**config.mk**
```make
export PLATFORM = sky130hd
export DESIGN_NAME = compare_scheduler
export DESIGN_NICKNAME = d
export VERILOG_FILES = /design/src/rtl/compare_scheduler_pkg.sv /design/src/rtl/compare_scheduler_selective_comparer.sv /design/src/rtl/compare_scheduler.sv
export SDC_FILE = /design/constraint.sdc
export NUM_CORES = 1
export LEC_CHECK = 0
export CORE_ASPECT_RATIO = 0.5
export CORE_MARGIN = 10
export CORE_UTILIZATION = 45
export CTS_BUF_LIST = sky130_fd_sc_hd__clkbuf_16
export CTS_CLUSTER_SIZE = 24
export DETAILED_ROUTE_END_ITERATION = 10
export PLACE_DENSITY = 0.87
export SYNTH_ARGS = -nofsm -noshare
export SYNTH_HDL_FRONTEND = slang
export SYNTH_SLANG_ARGS = --single-unit
```
**constraint.sdc**
```tcl
create_clock -name clk -period 6.8 [get_ports clk]
set_clock_uncertainty 0.05 [all_clocks]
set_input_delay 2.04 -clock clk [delete_from_list [all_inputs] [get_ports clk]]
set_output_delay 2.04 -clock clk [all_outputs]
set_load 0.02 [all_outputs]
```
**src/rtl/compare_scheduler_pkg.sv**
```systemverilog
// Shared encodings for the compare scheduler: operand width, condition
// select codes, the reserved select code and the scheduler FSM states.
package compare_scheduler_pkg;

    // Operand width of the shared comparer.
    localparam int DATA_W = 32;

    // Condition select encodings driven on reqN_sel.
    typedef enum logic [2:0] {
        SEL_NE   = 3'd0,
        SEL_LT   = 3'd1,
        SEL_LE   = 3'd2,
        SEL_EQ   = 3'd3,
        SEL_GE   = 3'd4,
        SEL_GT   = 3'd5,
        SEL_TRUE = 3'd6,
        SEL_RSVD = 3'd7
    } sel_e;

    // Select code that yields result 0 and raises the error flag.
    localparam logic [2:0] SEL_RESERVED = 3'd7;

    // Scheduler states: wait for a request, run the comparer, hold the response.
    typedef enum logic [1:0] {
        ST_IDLE = 2'd0,
        ST_EXEC = 2'd1,
        ST_RESP = 2'd2
    } state_e;

    // Round-robin pick between two requesters. Returns the requester id to
    // grant; only meaningful when at least one valid is high. On a tie the
    // requester that was not served last wins.
    function automatic logic pick_grant(input logic v0, input logic v1,
                                        input logic last_served);
        logic id;
        if (v0 && v1) begin
            id = ~last_served;
        end else begin
            id = v1;
        end
        return id;
    endfunction

endpackage

```
**src/rtl/compare_scheduler_selective_comparer.sv**
```systemverilog
// Purely combinational 32-bit selective comparer shared by both requesters.
// Produces a 1-bit condition result and flags the reserved select code.
module SelectiveComparer
    import compare_scheduler_pkg::*;
(
    input  logic [31:0] a,
    input  logic [31:0] b,
    input  logic        is_signed,
    input  logic [2:0]  sel,
    output logic        result,
    output logic        err
);

    logic lt;
    logic eq;

    // Base relations: less-than honours signedness, equality does not care.
    always_comb begin
        if (is_signed) begin
            lt = ($signed(a) < $signed(b));
        end else begin
            lt = (a < b);
        end
        eq = (a == b);
    end

    // Derive the selected condition from the base relations.
    always_comb begin
        result = 1'b0;
        err    = 1'b0;
        case (sel)
            SEL_NE:   result = ~eq;
            SEL_LT:   result = lt;
            SEL_LE:   result = lt | eq;
            SEL_EQ:   result = eq;
            SEL_GE:   result = ~lt;
            SEL_GT:   result = ~(lt | eq);
            SEL_TRUE: result = 1'b1;
            default: begin
                result = 1'b0;
                err    = (sel == SEL_RESERVED);
            end
        endcase
    end

endmodule

```
**src/rtl/compare_scheduler.sv**
```systemverilog
// Two-requester scheduler around a single shared selective comparer.
// Requests are granted round-robin in IDLE, operands are registered, the
// comparer runs for one cycle in EXEC, and the result is held in RESP until
// the owning requester consumes it.
module compare_scheduler
    import compare_scheduler_pkg::*;
(
    input  logic        clk,
    input  logic        reset,

    input  logic        req0_valid,
    output logic        req0_ready,
    input  logic [31:0] req0_a,
    input  logic [31:0] req0_b,
    input  logic        req0_signed,
    input  logic [2:0]  req0_sel,

    input  logic        req1_valid,
    output logic        req1_ready,
    input  logic [31:0] req1_a,
    input  logic [31:0] req1_b,
    input  logic        req1_signed,
    input  logic [2:0]  req1_sel,

    output logic        resp0_valid,
    input  logic        resp0_ready,
    output logic [31:0] resp0_result,
    output logic        resp0_err,

    output logic        resp1_valid,
    input  logic        resp1_ready,
    output logic [31:0] resp1_result,
    output logic        resp1_err,

    output logic        busy
);

    state_e      state_q, state_d;
    logic        last_q, last_d;
    logic        owner_q, owner_d;
    logic        result_q, result_d;
    logic        err_q, err_d;

    logic [31:0] a_q, a_d;
    logic [31:0] b_q, b_d;
    logic        signed_q, signed_d;
    logic [2:0]  sel_q, sel_d;

    logic        grant_any;
    logic        grant_id;
    logic        owner_ack;
    logic        cmp_result;
    logic        cmp_err;

    // The comparer only ever sees registered operands, so requester inputs
    // may change freely once the handshake has happened.
    SelectiveComparer u_cmp (
        .a         (a_q),
        .b         (b_q),
        .is_signed (signed_q),
        .sel       (sel_q),
        .result    (cmp_result),
        .err       (cmp_err)
    );

    // Arbitration: who would be granted if the scheduler were idle.
    always_comb begin
        grant_any = req0_valid | req1_valid;
        grant_id  = pick_grant(req0_valid, req1_valid, last_q);
        owner_ack = owner_q ? resp1_ready : resp0_ready;
    end

    // Next-state and handshake outputs. Readies are also gated by reset so
    // nothing is offered to the requesters while reset is held low.
    always_comb begin
        state_d     = state_q;
        last_d      = last_q;
        owner_d     = owner_q;
        result_d    = result_q;
        err_d       = err_q;
        a_d         = a_q;
        b_d         = b_q;
        signed_d    = signed_q;
        sel_d       = sel_q;
        req0_ready  = 1'b0;
        req1_ready  = 1'b0;
        resp0_valid = 1'b0;
        resp1_valid = 1'b0;

        case (state_q)
            ST_IDLE: begin
                if (reset && grant_any) begin
                    req0_ready = ~grant_id;
                    req1_ready = grant_id;
                    owner_d    = grant_id;
                    last_d     = grant_id;
                    if (grant_id) begin
                        a_d      = req1_a;
                        b_d      = req1_b;
                        signed_d = req1_signed;
                        sel_d    = req1_sel;
                    end else begin
                        a_d      = req0_a;
                        b_d      = req0_b;
                        signed_d = req0_signed;
                        sel_d    = req0_sel;
                    end
                    state_d = ST_EXEC;
                end
            end
            ST_EXEC: begin
                result_d = cmp_result;
                err_d    = cmp_err;
                state_d  = ST_RESP;
            end
            ST_RESP: begin
                resp0_valid = ~owner_q;
                resp1_valid = owner_q;
                if (owner_ack) begin
                    state_d = ST_IDLE;
                end
            end
            default: begin
                state_d = ST_IDLE;
            end
        endcase
    end

    // Response data is steered to the owner only; the other side reads zero.
    always_comb begin
        resp0_result = {31'd0, result_q & ~owner_q};
        resp1_result = {31'd0, result_q &  owner_q};
        resp0_err    = err_q & ~owner_q;
        resp1_err    = err_q &  owner_q;
        busy         = (state_q != ST_IDLE);
    end

    // Control state: reset returns to IDLE, drops any in-flight compare and
    // lets requester 0 win the first tie.
    always_ff @(posedge clk or negedge reset) begin
        if (!reset) begin
            state_q  <= ST_IDLE;
            last_q   <= 1'b1;
            owner_q  <= 1'b0;
            result_q <= 1'b0;
            err_q    <= 1'b0;
        end else begin
            state_q  <= state_d;
            last_q   <= last_d;
            owner_q  <= owner_d;
            result_q <= result_d;
            err_q    <= err_d;
        end
    end

    // Operand registers: only loaded on a handshake, no reset needed.
    always_ff @(posedge clk) begin
        a_q      <= a_d;
        b_q      <= b_d;
        signed_q <= signed_d;
        sel_q    <= sel_d;
    end

endmodule
```
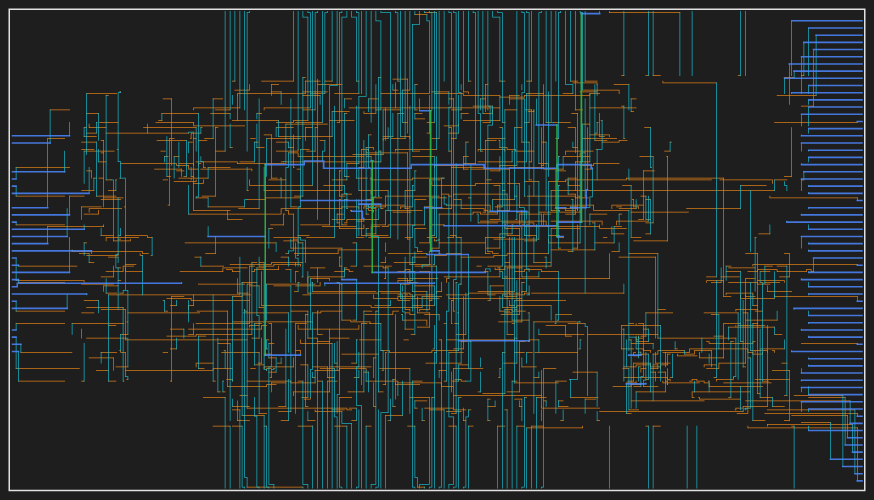
*Signal wires by layer, run 1*
- M3: blue (wire length 1,000 µm)
- M2: cyan (wire length 6,330 µm)
- M4: green (wire length 144 µm)
- M1: orange (wire length 3,750 µm)

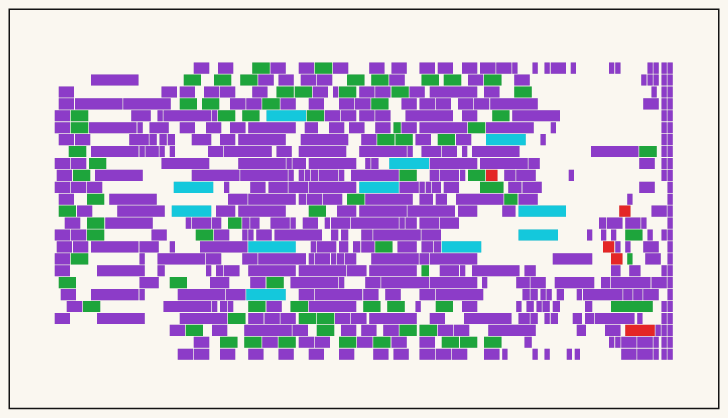
*Sizing map, run 1*
- x2: green (cells 76; share 14%)
- x6 and larger: cyan (cells 11; share 2.1%)
- x1 and smaller: purple (cells 435; share 83%)
- x3 and x4: red (cells 5; share 0.95%)

==> run notes, run 1 <==
Purpose: to document the outcome of synthesis and place and route.

Status
The run finished with clean final reports.

Global route
The first global-routing pass estimated 17.4 mm of wire. The initial antenna violation count is 0. Entering global routing, the biggest net connects 70 pins. The fraction of met3 tracks used by global routing is 5.96%. The all-layer global routing usage is 14.8%. For met1 alone, demand over resource in global routing was 13.5%. The met2 track demand over resource is 29.2%. The via count of the first global-routing pass came to 3,409.

The busiest layer in global routing is met2. The global route stage reports its total congestion overflow as 0.

Yosys
The share of flip-flops with an asynchronous set or reset after synthesis is 8.11%. In the Yosys report the total cell count is 366. The flip-flop cell with the highest count after synthesis is sky130_fd_sc_hd__edfxtp_1. Yosys mapped a number of flops with a built-in enable equal to 68. After Yosys synthesis, full adders, half adders and majority gates account for 8.88% of the synthesized area. Measured against the total synthesized area, the mux share comes to 17.5%. The count of mapped cells out of synthesis is 366. The number of synthesized register bits is 74.

The yosys warning tally is 0. Of the total synthesized cell area, the portion taken by AND-OR and OR-AND cells is 5.44%. The mean cell area of the mapped netlist is 12.3 µm².

The post-synthesis simple-gate area fraction is 5.19%. Sequential cells were found to cover 48.6% of the synthesized design area. In this run the cell area of the synthesized design comes to 4510 µm². The number of distinct standard cells referenced by the synthesized netlist is 36. The cell-mix breakdown from Yosys lists the XOR/XNOR area share as 0.194%. The post-synthesis chip area from yosys is 4510 µm². The top logic cell family in the synthesized netlist is multiplexers.

Floorplanning
The region available for standard cell placement spans 9600 µm². The height of the die is 90.8 µm. In this run the horizontal extent of the chip is 162 µm. During I/O placement, the number of pins put on the boundary was 213. The total die area is 14,700 µm². The effective utilization at floorplan is 47.0%.

Worst hold path
The path type of the worst min-delay path is reg -> reg.

Critical path
STA puts the critical path data arrival time at 3.79 ns. The launch point of the critical path is reset. Looking at the reg2reg group, the worst path ends at result_q. STA classifies the critical path startpoint as an input port. At the worst endpoint, the required time is 4.71 ns. Of all nets on the critical path, the largest fanout is 7.

The kind of critical path is in -> out. The setup slack of the most critical reg-to-reg path is 4.39 ns. The last element of the critical path is req1_ready. The worst reg2reg path startpoint is a_q[7]. The endpoint class of the critical path is a primary output. The logic depth of the worst register-to-register path is 8.

CTS
CTS placed an instance of sky130_fd_sc_hd__clkbuf_16 at the clock tree root. The CTS tree is yes. The total of hold buffers inserted after clock tree synthesis is 0.

Once the clock tree was built, the resizer swapped 0 gates to a different size. The TritonCTS buffer count is 9. Per the skew report, the later register of the worst-skew pair sees a clock latency of 0.33 ns. The H-tree was split into 3 levels. The post-CTS clock slew at the launch and capture registers of the worst setup and hold paths is 0.05 ns. The number of buffers inserted to repair setup after CTS is 0.

The CTS log lists the clock sinks for this run as 74. Counting along the longest clock path gives a buffer depth of 2.

Drt
The total vias in the final route is 3,085. Per the detail_route report, routed wire per instance is 17.0 µm. The final wirelength is 11.2 mm. Dividing the detail-routed via count by the number of cells gives 4.66. The first-pass iteration count of the detailed router is 4.

Per the log, the first TritonRoute iteration ended with a DRC count of 89. In this run the remaining antenna-violating nets after routing total 0. Per the detail_route report, DRC violations left total 0.

Flow run
In this run the maximum-capacitance check reported violations numbering 0. The number of warnings the tools reported is 26.

STA
Post-route period utilization is reported as 86.5%. The final timing report lists a max-slew violation count of 0. The transition time at the pin with the least slew margin is 0.880 ns.

On the final layout, the worst hold slack is 0.451 ns. The number of hold violations in the final report is 0. From the final report, the count of setup violators was given as 0. In this run the tightest slew margin relative to its limit is 41.3%. Setup repair after global routing left no endpoint under its margin. The final layout reports a setup TNS of 0 ns. The clock period minus final worst setup slack is 5.88 ns. In this build the clock could be raised as far as 170 MHz. The least setup slack across all paths after layout is 0.916 ns.

Cells and area
Per the cell usage report, the commonest logic cells after layout are sky130_fd_sc_hd__clkdlybuf4s50_1 (150), sky130_fd_sc_hd__mux2_2 (69), sky130_fd_sc_hd__edfxtp_1 (68). The area of the multi-input gates is 1920 µm². The post-route cell area is 6260 µm². The post-route netlist has 17.5% of its cells at a drive strength greater than 1. The highest-count logic cell in the final layout is sky130_fd_sc_hd__clkdlybuf4s50_1.

The repair_antennas step left the layout with diodes totalling 0. The final layout report lists a filler cell count of 728. The area added between synthesis and finish is 38.8%.

The area of all sequential standard cells is 2190 µm². The total number of nets in the final design is 696.

Pwr
The internal power is 1.19 mW. The leakage power total is 2.58 nW. Power attributed to the clock group is 0.487 mW. The largest power group is registers. The sequential share of power is 39.5%.

The clock network accounts for 29.1% of the total power. Total power normalized to cell area comes to 267 nW/µm². After layout, the design draws a total of 1.67 mW. Per report_power, the combinational group accounts for 31.4% of the total. The power spent charging and discharging nets is 0.479 mW. The worst-case IR drop observed on VDD is 137 µV. The switching portion of total power is 28.6%. The combinational power is 0.525 mW. The sequential cell power is 0.660 mW.

Placement
The half-perimeter wire length after placement is 9.29 mm. Including well taps, the total number of placed cells is 646. The placement stage leaves a total instance area of 5950 µm². The pre-CTS setup check shows a worst slack of 0.903 ns. As logged by OpenROAD, the buffers inserted on ports number 150. The placer congestion estimate is 0.722.
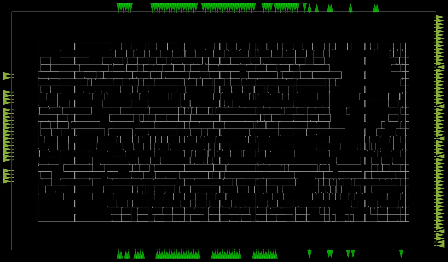
*Cell placement, run 1*
cell row count: 25
final core utilization: 65.2%
count of placed standard cells in the final layout, fillers left out: 662

## run 1: metal layers
metal	up-vias	wire, µm
li1	1498	-
met1	1444	3750
met5	-	0
met4	0	144
met3	11	1000
met2	132	6330
## run 1: state kept, by name (all words and copies together) (netlist names)
name,count
a_q,32
b_q,32
err_q,1
last_q,1
owner_q,1
result_q,1
sel_q,3
signed_q,1
state_q,2
## run 1: synthesized netlist by cell type (2+ instances only)
| library cell | n | area share [%] |
|---|---|---|
| sky130_fd_sc_hd__dfrtp_1 | 5 | 2.8 |
| sky130_fd_sc_hd__nand4_1 | 4 | 0.55 |
| sky130_fd_sc_hd__and2_1 | 2 | 0.28 |
| sky130_fd_sc_hd__nand2_1 | 13 | 1.1 |
| sky130_fd_sc_hd__o31ai_1 | 2 | 0.33 |
| sky130_fd_sc_hd__nand2b_1 | 2 | 0.28 |
| sky130_fd_sc_hd__nand3_1 | 5 | 0.55 |
| sky130_fd_sc_hd__mux2_2 | 69 | 17 |
| sky130_fd_sc_hd__edfxtp_1 | 68 | 45 |
| sky130_fd_sc_hd__nor2_1 | 6 | 0.50 |
| sky130_fd_sc_hd__nor2b_1 | 4 | 0.55 |
| sky130_fd_sc_hd__buf_4 | 62 | 10 |
| sky130_fd_sc_hd__ha_1 | 32 | 8.9 |
| sky130_fd_sc_hd__and4_1 | 4 | 0.78 |
| sky130_fd_sc_hd__inv_1 | 38 | 3.2 |
| sky130_fd_sc_hd__buf_2 | 2 | 0.22 |
| sky130_fd_sc_hd__o211ai_1 | 3 | 0.50 |
| sky130_fd_sc_hd__a221o_1 | 2 | 0.44 |
| sky130_fd_sc_hd__a21oi_1 | 12 | 1.3 |
| sky130_fd_sc_hd__clkbuf_1 | 5 | 0.42 |
| sky130_fd_sc_hd__a21o_1 | 4 | 0.67 |
| sky130_fd_sc_hd__o21ai_0 | 8 | 0.89 |
## run 1: how the worst min path moves through the flow
stage                      start     end  slack [ns]  cells past startpoint
after floorplan           last_q  last_q        0.39                      2
after CTS                  err_q   err_q        0.45                      2
after global routing      last_q  last_q        0.48                      2
final                      err_q   err_q        0.45                      2
after global placement     err_q   err_q        0.44                      2
after detailed placement   err_q   err_q        0.44                      2
## run 1: worst max-delay path, cell delays in order
cell and delay, ns:
sky130_fd_sc_hd__clkdlybuf4s50_1 0.65, sky130_fd_sc_hd__o211ai_1 0.25, sky130_fd_sc_hd__inv_2 0.10, sky130_fd_sc_hd__nand2_1 0.08
sky130_fd_sc_hd__inv_1 0.06, sky130_fd_sc_hd__clkdlybuf4s50_1 0.60
## run 1: layout make-up
class | count | area share [%]
flip-flops and latches | 74 | 35.0
well taps | 135 | 2.70
repair buffers | 153 | 24.4
clock inverters | 7 | 1.36
clock buffers | 9 | 3.60
multi-input cells | 246 | 30.7
inverters | 38 | 2.28
## run 1: logic make-up after synthesis
group,after synthesis
AND/OR/NAND/NOR,44
flip-flops,74
adder cells (fa/ha/maj),32
multiplexers,70
AND-OR/OR-AND,37
buffers and inverters,107
XOR/XNOR,1
other,1
==> run 2: changes to the inputs <==
- SLEW_MARGIN: not set -> 10
==> run 2 against run 1 <==
Fmax unchanged. Total power stayed put. Clock-buffer cell count unchanged. Cell count unchanged. Highest routed layer unchanged. Clock power barely moved. Critical path type unchanged.
==> run notes, run 2 <==
Purpose: to document the outcome of synthesis and place and route.

Status
The run finished with clean final reports.

Pwr
The leakage power total is 2.58 nW. The total power per unit cell area is 267 nW/µm². The total chip power is 1.67 mW. The worst supply voltage drop on vdd is 137 µV.

Yosys
The synthesized design devotes to its leading area cell type 45.3% of total area. The commonest register cell is sky130_fd_sc_hd__edfxtp_1. The count of mapped cells out of synthesis is 366. The main area contributors are sky130_fd_sc_hd__edfxtp_1 (45%), sky130_fd_sc_hd__mux2_2 (17%), sky130_fd_sc_hd__buf_4 (10%). The synthesized netlist contains 36 unique library cells. The share of flip-flops with an asynchronous set or reset after synthesis is 8.11%. After synthesis the cells add up to 4510 µm². The yosys stat cell total is 366. The largest total area in the synthesized netlist belongs to sky130_fd_sc_hd__edfxtp_1.

The mean cell area of the mapped netlist is 12.3 µm². The post-synth count of flops with an enable pin is 68. For reference, the top cells by count after synthesis are sky130_fd_sc_hd__mux2_2 (69), sky130_fd_sc_hd__edfxtp_1 (68), sky130_fd_sc_hd__buf_4 (62).

Sequential cells were found to cover 48.6% of the synthesized design area. The post-synthesis chip area from yosys is 4510 µm². After synthesis the netlist holds a flip-flop and latch count of 74. sky130_fd_sc_hd__mux2_2 is the most common cell in the netlist.

The synthesis log from Yosys contains 0 warnings.

CTS
The insertion delay at the late pin of the worst-skew pair is 0.33 ns. The H-tree depth is 3. The number of buffers inserted to repair setup after CTS is 0. The TritonCTS sink count is 74. Post-CTS repair changed the size of 0 cells. In this run, post-CTS hold repair placed 0 buffers. The root buffer cell chosen for the clock tree is sky130_fd_sc_hd__clkbuf_16. TritonCTS built the clock tree.

The TritonCTS buffer count is 9. The maximum count of clock buffers along a single path is 2. On the reported timing paths, the clock transition at the registers reads 0.05 ns.

Drt
The final antenna-violating net count is 0. According to the report, the first pass of detailed routing completed in 4 iterations. The post-detailed-route via-to-cell ratio is 4.66. The violation tally recorded at the end of detailed-routing iteration 0 is 89.

In the routed design, unresolved DRC markers number 0.

Global route
The met2 track demand over resource is 29.2%. The met1 track demand over resource in global routing is 13.5%. The first-pass GRT wire length is 17.4 mm.

The fraction of met3 tracks used by global routing is 5.96%. The busiest layer in global routing is met2. The via count of the first global-routing pass is 3,409. The pin count of the biggest net entering global routing is 70. The remaining global-route overflow is 0.

The initial antenna violation count came to 0.

Critical path
The data required time at the worst endpoint is 4.71 ns. The kind of critical path is in -> out. The launch point of the critical path is reset. The arrival time of data at the worst endpoint is listed as 3.79 ns. Per the timing report, the biggest fanout along the worst path comes to 7. The worst reg2reg path startpoint is a_q[7]. STA classifies the critical path endpoint as a primary output. The startpoint class of the critical path is an input port.

Floorplanning
The height of the die is 90.8 µm. The effective utilization at floorplan is 47.0%. The number of placement rows is 25. The area of the core is 9600 µm². The total die area is 14,700 µm².

During I/O placement, the number of pins put on the boundary was 213. The floorplan step set the die width to 162 µm.

STA
Dividing the final minimum period by the clock period gives 86.5%. The final-report setup violation count is 0. Summed over all failing endpoints, the final setup total negative slack is 0 ns.

Setup repair after global routing left no endpoint under its margin. The clock period minus final worst setup slack is 5.88 ns. The tightest slew margin relative to the limit is 41.3%. The number of hold violations in the final report is 0. The least setup slack across all paths after layout is 0.916 ns. The maximum clock frequency is 170 MHz. The transition time at the pin with the least slew margin is 0.880 ns. Pins over their slew limit in the final report were tallied at 0.

Cells and area
Leaving out fill and tap cells, the most frequent cell in the layout is sky130_fd_sc_hd__clkdlybuf4s50_1. The area added between synthesis and finish is 38.8%. The area of the multi-input gates is 1920 µm².

The total number of nets in the final design is 696. The top cell types in the final layout, fill and taps aside, are sky130_fd_sc_hd__clkdlybuf4s50_1 (150), sky130_fd_sc_hd__mux2_2 (69), sky130_fd_sc_hd__edfxtp_1 (68). For the completed layout, the total cell area is recorded as 6260 µm². The largest registers in the layout are a_q (32), b_q (32), sel_q (3). The count of inserted antenna diode cells is 0. The final layout report lists a filler cell count of 728. The layout summary lists the proportion of cells stronger than drive strength 1 as 17.5%. The layout report lists the combined flip-flop and latch area as 2190 µm². The finished layout holds 662 standard cells, fillers aside.

Placement
Logged for this run, the post-placement worst setup slack is 0.903 ns. The placement summary gives the final routability congestion estimate as 0.722. In this run, placement finished with an instance count of 646. According to the dpl log, the detail-placed design has an HPWL of 9.29 mm.

The buffer_ports step reported a buffer count of 150. Per the detailed placement report, the placed cell area equals 5950 µm².

Worst hold path
The path type of the worst min-delay path is reg -> reg. The startpoint of the lowest-slack hold path is err_q.

Flow run
The number of maximum-capacitance constraint violations is 0. Warnings raised by the tools during the run amount to 26.
==> run 2: routing by layer <==
layer / up-vias / share of wire (%)
li1: 1498 / -
met4: 0 / 1.3
met1: 1444 / 33
met5: - / 0
met3: 11 / 8.9
met2: 132 / 56
==> run 2: cell type report <==
class | count | area share (%)
clock buffers | 9 | 3.60
clock inverters | 7 | 1.36
inverters | 38 | 2.28
multi-input cells | 246 | 30.7
flip-flops and latches | 74 | 35.0
well taps | 135 | 2.70
repair buffers | 153 | 24.4
==> run 2: per-stage QoR <==
| step | hold slack, ns | utilization (%) |
|---|---|---|
| 2_1_floorplan | 0.389 | - |
| 5_1_grt | 0.477 | 65.2 |
| 3_5_place_dp | 0.439 | 61.9 |
| 3_3_place_gp | 0.438 | 61.9 |
| 4_1_cts | 0.452 | 65.2 |
| 6_report | 0.451 | 65.2 |
==> run 2: path summary, 6_finish.rpt <==
kind                       depth (start not counted)  slack (ns)         end
hold reg to reg                                    2        0.45       err_q
hold / removal                                     2        0.45       err_q
min in group asynchronous                          1        1.92  state_q[0]
setup / recovery                                   6        0.92  req1_ready
max in group asynchronous                          1        4.49      last_q
setup reg to reg                                   8        4.39    result_q
==> run 2: worst max-delay path, stage by stage <==
cell and delay, ns:
sky130_fd_sc_hd__clkdlybuf4s50_1 0.65, sky130_fd_sc_hd__o211ai_1 0.25, sky130_fd_sc_hd__inv_2 0.10, sky130_fd_sc_hd__nand2_1 0.08
sky130_fd_sc_hd__inv_1 0.06, sky130_fd_sc_hd__clkdlybuf4s50_1 0.60
==> run 2: where the power goes <==
part | total [mW] | internal (mW) | switching (mW)
clock | 0.487 | 0.317 | 0.170
combinational | 0.525 | 0.257 | 0.268
sequential | 0.660 | 0.620 | 0.0402
total | 1.67 | 1.19 | 0.479
==> run 2: cell families after synthesis <==
family / after synthesis / share of synthesized area [%]
and+or+nand+nor: 44 / 5.19
AOI/OAI and AO/OA: 37 / 5.44
muxes: 70 / 17.5
adders and majority gates: 32 / 8.88
xor gates and xnor gates: 1 / 0.194
other: 1 / 0.0832
buffers and inverters: 107 / 14.1
DFF: 74 / 48.6
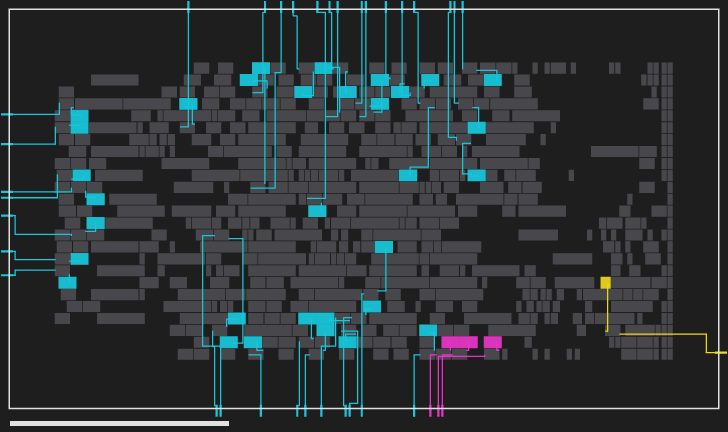
*I/O nets highlighted, run 2*
Bar = 50 µm.
- `req0_a`: cyan (bits 32; direction input; end cells 32; buffers 32; wire 917 µm)
- `req0_sel`: magenta (bits 3; direction input; end cells 3; buffers 3; wire 56.1 µm)
- `resp0_err`: yellow (bits 1; direction output; end cells 1; buffers 1; wire 37.7 µm)

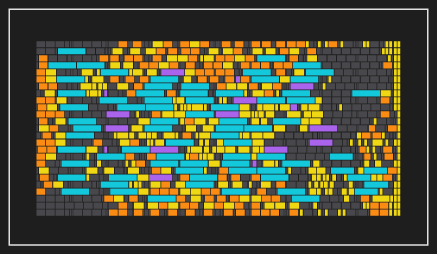
*Placed cells, one color a class, run 2*
Fill, decap, tap and diode cells in gray.
- remaining buffers and delay cells: orange (cells 153; share of their area 25%)
- clock drivers and dummy loads: purple (cells 16; share of their area 5.1%)
- registers: cyan (cells 74; share of their area 36%)
- remaining logic cells: yellow (cells 284; share of their area 34%)

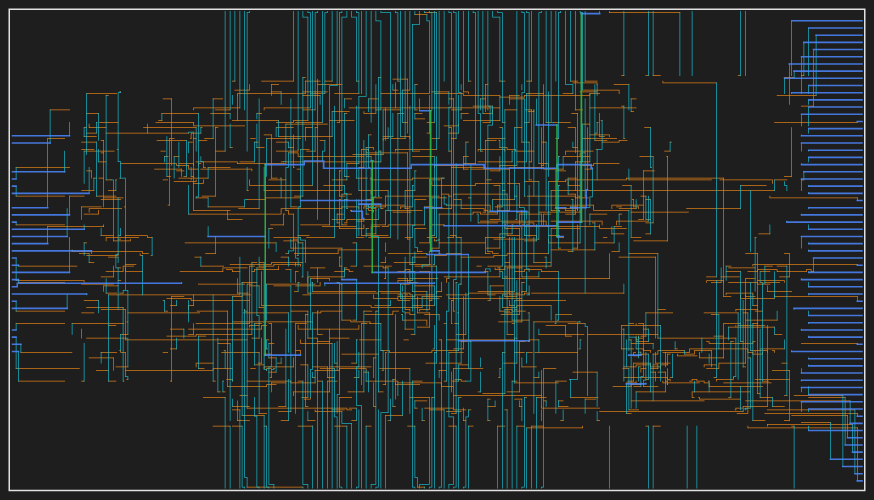
*Signal wires by layer, run 2*
GR Util All Layers: 14.8%
Via Count: 3,085
total wirelength of the detailed-routed design: 11.2 mm
Routed wire per std cell: 17.0 µm

==> run 3: changes to the inputs <==
- PLACE_DENSITY: 0.87 -> 0.86
- SYNTH_HIERARCHICAL: not set -> 1
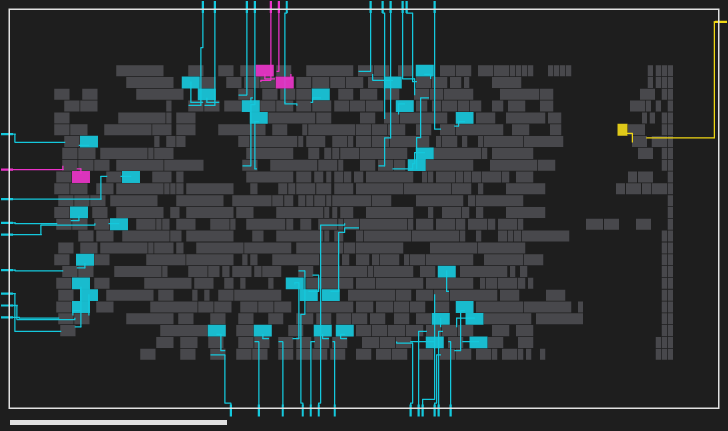
*I/O nets highlighted, run 3*
Bar = 50 µm.
- `resp0_err`: yellow (bits 1; direction output; end cells 1; buffers 1; wire 46.0 µm)
- `req0_a`: cyan (bits 32; direction input; end cells 32; buffers 32; wire 887 µm)
- `req0_sel`: magenta (bits 3; direction input; end cells 3; buffers 3; wire 53.2 µm)

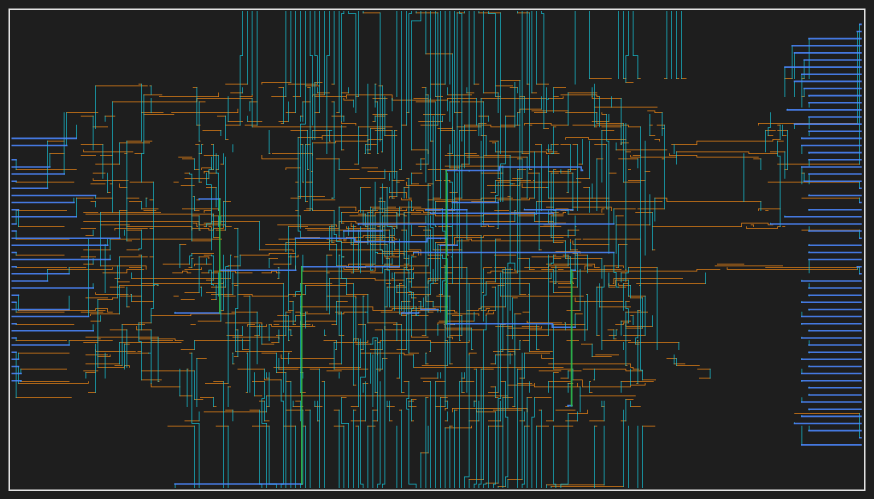
*Signal wires by layer, run 3*
- M2: cyan (wire length 5,570 µm)
- M3: blue (wire length 1,120 µm)
- M1: orange (wire length 3,790 µm)
- M4: green (wire length 118 µm)

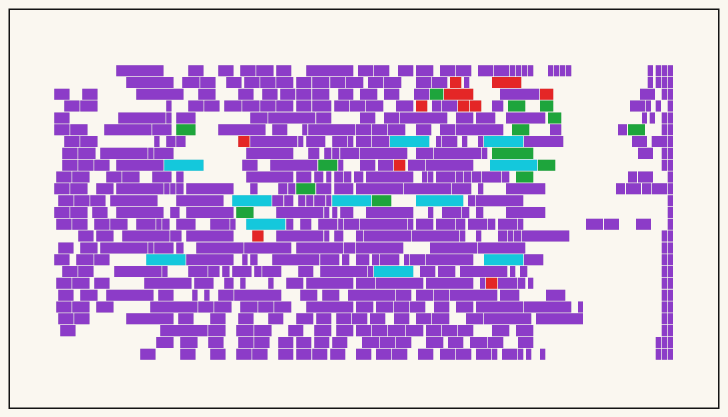
*Sizing map, run 3*
- x1 and smaller: purple (cells 492; share 93%)
- x6 and larger: cyan (cells 11; share 2.1%)
- x3 and x4: red (cells 11; share 2.1%)
- x2: green (cells 14; share 2.7%)

==> run 3 against run 2 <==
Fmax up 0.46%. Highest routed layer unchanged. Sequential share of layout area fell by 0.43 points. Combinational power shrank 1%. Sequential power about the same. Critical endpoint is now req0_ready. Synthesized cell count rose by 0.27%. Non-clock buffer count up 1. Core utilization up 0.17 points. Register-to-register slack lost 0.24 ns.
==> run notes, run 3 <==
Purpose: to document the outcome of synthesis and place and route.

Status
The run finished with clean final reports.

CTS
The insertion delay at the late pin of the worst-skew pair is 0.33 ns. The clock tree root buffer cell is sky130_fd_sc_hd__clkbuf_16. CTS reports a maximum clock tree buffer depth of 2. After clock tree synthesis, the repair step resized 0 gates. The clock tree has to reach 74 sinks.

TritonCTS built the clock tree. Per the CTS log, the maximum H-tree level is 3. The number of buffers inserted to repair setup after CTS is 0.

The total of hold buffers inserted after clock tree synthesis is 0. On the worst setup and hold paths after CTS, the clock-pin slew comes to 0.05 ns. In this run, CTS created clock tree buffers numbering 9.

Floorplanning
The number of placement rows is 25. The effective utilization at floorplan is 47.4%. The floorplan die width is 163 µm. Per the OpenROAD floorplan log, the area of the die is 14,900 µm².

The I/O pin count is 213. According to the floorplan report, the placeable core area is 9700 µm².

Cells and area
Per the run report, area growth between synthesis and finish was 37.8%. The number of inserted filler cells in the final layout is 702. For this run, the script counts the antenna cells in the layout as 0.

The final layout contains 697 nets. Of the cells placed in the final design, the portion with a size suffix greater than 1 is 6.82%. In the final layout, the registers with the most flip-flops are a_q (32), b_q (32), sel_q (3). The highest-count logic cell in the final layout is sky130_fd_sc_hd__clkdlybuf4s50_1. In the layout the commonest cells are sky130_fd_sc_hd__clkdlybuf4s50_1 (150), sky130_fd_sc_hd__mux2_1 (68), sky130_fd_sc_hd__edfxtp_1 (68).

Yosys
For this run, the chip area from Yosys synthesis comes to 4600 µm². The synth_stat.txt file lists the number of cells as 367. Per the synthesis report, the number of distinct cell types is 45. Sorting the synthesized cells by area gives the leading types as sky130_fd_sc_hd__edfxtp_1 (44%), sky130_fd_sc_hd__mux2_1 (17%), sky130_fd_sc_hd__buf_4 (11%). Warnings reported by Yosys during synthesis add up to 6.

The area fraction of the largest cell type after synthesis is 44.4%. The part of the Yosys area used for sequential elements is 47.7%. Per the post-synthesis stats, the area per cell is 12.5 µm². The number of synthesized register bits is 74. sky130_fd_sc_hd__edfxtp_1 takes more of the synthesized area than any other cell. In the synthesized netlist, the cells that appear most often are sky130_fd_sc_hd__buf_4 (69), sky130_fd_sc_hd__edfxtp_1 (68), sky130_fd_sc_hd__mux2_1 (68). The number of flops mapped to enable cells by yosys is 68. The flip-flop cell with the highest count after synthesis is sky130_fd_sc_hd__edfxtp_1. Counting flops with an async set or reset pin after synthesis yields a share of 8.11%. The netlist area before placement is 4600 µm².

The count of mapped cells out of synthesis is 367. The most instantiated library cell after synthesis is sky130_fd_sc_hd__buf_4.

Drt
The final wirelength is 10.6 mm. In the detailed route, the total length drawn on met2 is 5.57 mm. The detailed route wirelength on metal3 is 1.12 mm. The violation tally recorded at the end of detailed-routing iteration 0 is 101.

The first detailed-routing pass took 4 iterations. The uppermost signal routing layer after detailed routing is met4. Per the detail_route report, the via count comes to 3,049. The routed layout reports a DRC error count of 0.

The wire length per cell after detailed routing is 16.0 µm. The post-detailed-route via-to-cell ratio is 4.60. In the per-layer summary, the met1 wirelength comes to 3.79 mm.

STA
The number of pins with negative max-slew slack in the final report is 0. The final total negative setup slack is 0 ns. The tightest slew margin relative to the limit is 49.1%. The final-report setup violation count is 0. The portion of the clock cycle consumed by the worst path in the final layout is 86.1%.

Looking at the max-slew report, the worst-margin pin has a slew of 0.764 ns. Based on the critical path, the design can be clocked at up to 171 MHz. Setup repair after global routing left no endpoint under its margin.

The number of hold violations in the final report is 0. In the post-route analysis, the smallest setup slack over all paths is 0.943 ns. The clock period minus final worst setup slack is 5.86 ns.

Critical path
The OpenROAD report gives the critical path a required time of 4.71 ns. The worst-path maximum fanout is 8. STA classifies the critical path endpoint as a primary output. The data arrival time at the worst-slack endpoint is 3.77 ns. The kind of critical path is in -> out. The worst setup path is launched from an input port.

Global route
The all-layer global routing usage is 13.6%. The first-pass GRT wire length is 16.3 mm. The initial antenna violation count is 0.

The via count of the first global-routing pass is 3,306. The pin count of the biggest net entering global routing is 63. The remaining global-route overflow is 0.

Placement
The total of buffers placed on input and output ports is 150. The half-perimeter wire length after placement is 8.62 mm. The pre-CTS worst setup slack is 0.922 ns. The placer congestion estimate is 0.701.

Pwr
The flow reports that the clock network draws 29.6% of the design power. Sequential cells burn 39.4% of the power. Summing internal, switching and leakage power gives 1.67 mW. The total power per unit cell area is 264 nW/µm².

In this run switching power makes up 28.8% of total power. The leakage power total is 2.56 nW. The worst VDD IR drop from the latest analysis is 167 µV.

The power spent charging and discharging nets is 0.483 mW. The internal power is 1.19 mW.

Flow run
Across the run, the number of max-cap violations was 0.
-- run 3: stage by stage --
stage	instance area (µm²)	hold slack (ns)	instances	utilization, %
after CTS	6340	0.517	663	65.3
final	6340	0.495	663	65.3
after detailed placement	6020	0.504	647	62.1
after global routing	6340	0.537	663	65.3
after global placement	6020	0.493	647	62.1
after floorplan	4830	0.437	428	-
-- run 3: path summary, 6_finish.rpt --
check,startpoint,end,slack [ns],cells after the start
worst min register to register,result_q,result_q,0.50,1
max in group asynchronous,reset,last_q,4.50,1
worst min-delay path,result_q,result_q,0.50,1
worst max-delay path,reset,req0_ready,0.94,4
worst max register to register,a_q[19],result_q,4.15,9
min in group asynchronous,reset,state_q[0],1.92,1
-- run 3: power by group through the flow --
stage | combinational, mW | clock, mW | sequential [mW]
finish | 0.518 | 0.496 | 0.660
global route | 0.573 | 0.524 | 0.672
CTS | 0.523 | 0.503 | 0.663
detailed placement | 0.515 | 0 | 0.670
global placement | 0.504 | 0 | 0.667
floorplan | 0.360 | 0 | 0.658
-- run 3: kinds of logic after synthesis --
logic type | Yosys count | share of synthesized area [%]
buffers and inverters | 105 | 14.2
multiplexers | 74 | 18.1
flip-flops | 74 | 47.7
AND/OR/NAND/NOR | 47 | 6.31
AND-OR/OR-AND | 34 | 4.90
adder cells (fa/ha/maj) | 32 | 8.71
other | 1 | 0.0815
-- run 3: layer usage --
metal | GRT usage, % | vias up
met3 | 5.09 | 10
met5 | 0 | -
met4 | 3.58 | 0
li1 | - | 1509
met2 | 26.0 | 127
met1 | 13.5 | 1403
-- run 3: critical path, stage by stage --
cell	delay, ns
sky130_fd_sc_hd__clkdlybuf4s50_1	0.65
sky130_fd_sc_hd__nor3b_4	0.30
sky130_fd_sc_hd__nor2b_2	0.17
sky130_fd_sc_hd__clkdlybuf4s50_1	0.61
-- run 3: area by class of cell --
cell class / count / area (µm²) / share of cell area (%)
inverter: 35 / 131 / 2.07
timing repair buffer: 154 / 1530 / 24.2
tap: 135 / 169 / 2.67
clock buffer: 9 / 225 / 3.55
multi-input combinational: 249 / 1990 / 31.4
sequential: 74 / 2190 / 34.6
clock inverter: 7 / 93.8 / 1.48
Power figures rest on the tool's default switching activity, not on a simulated workload.
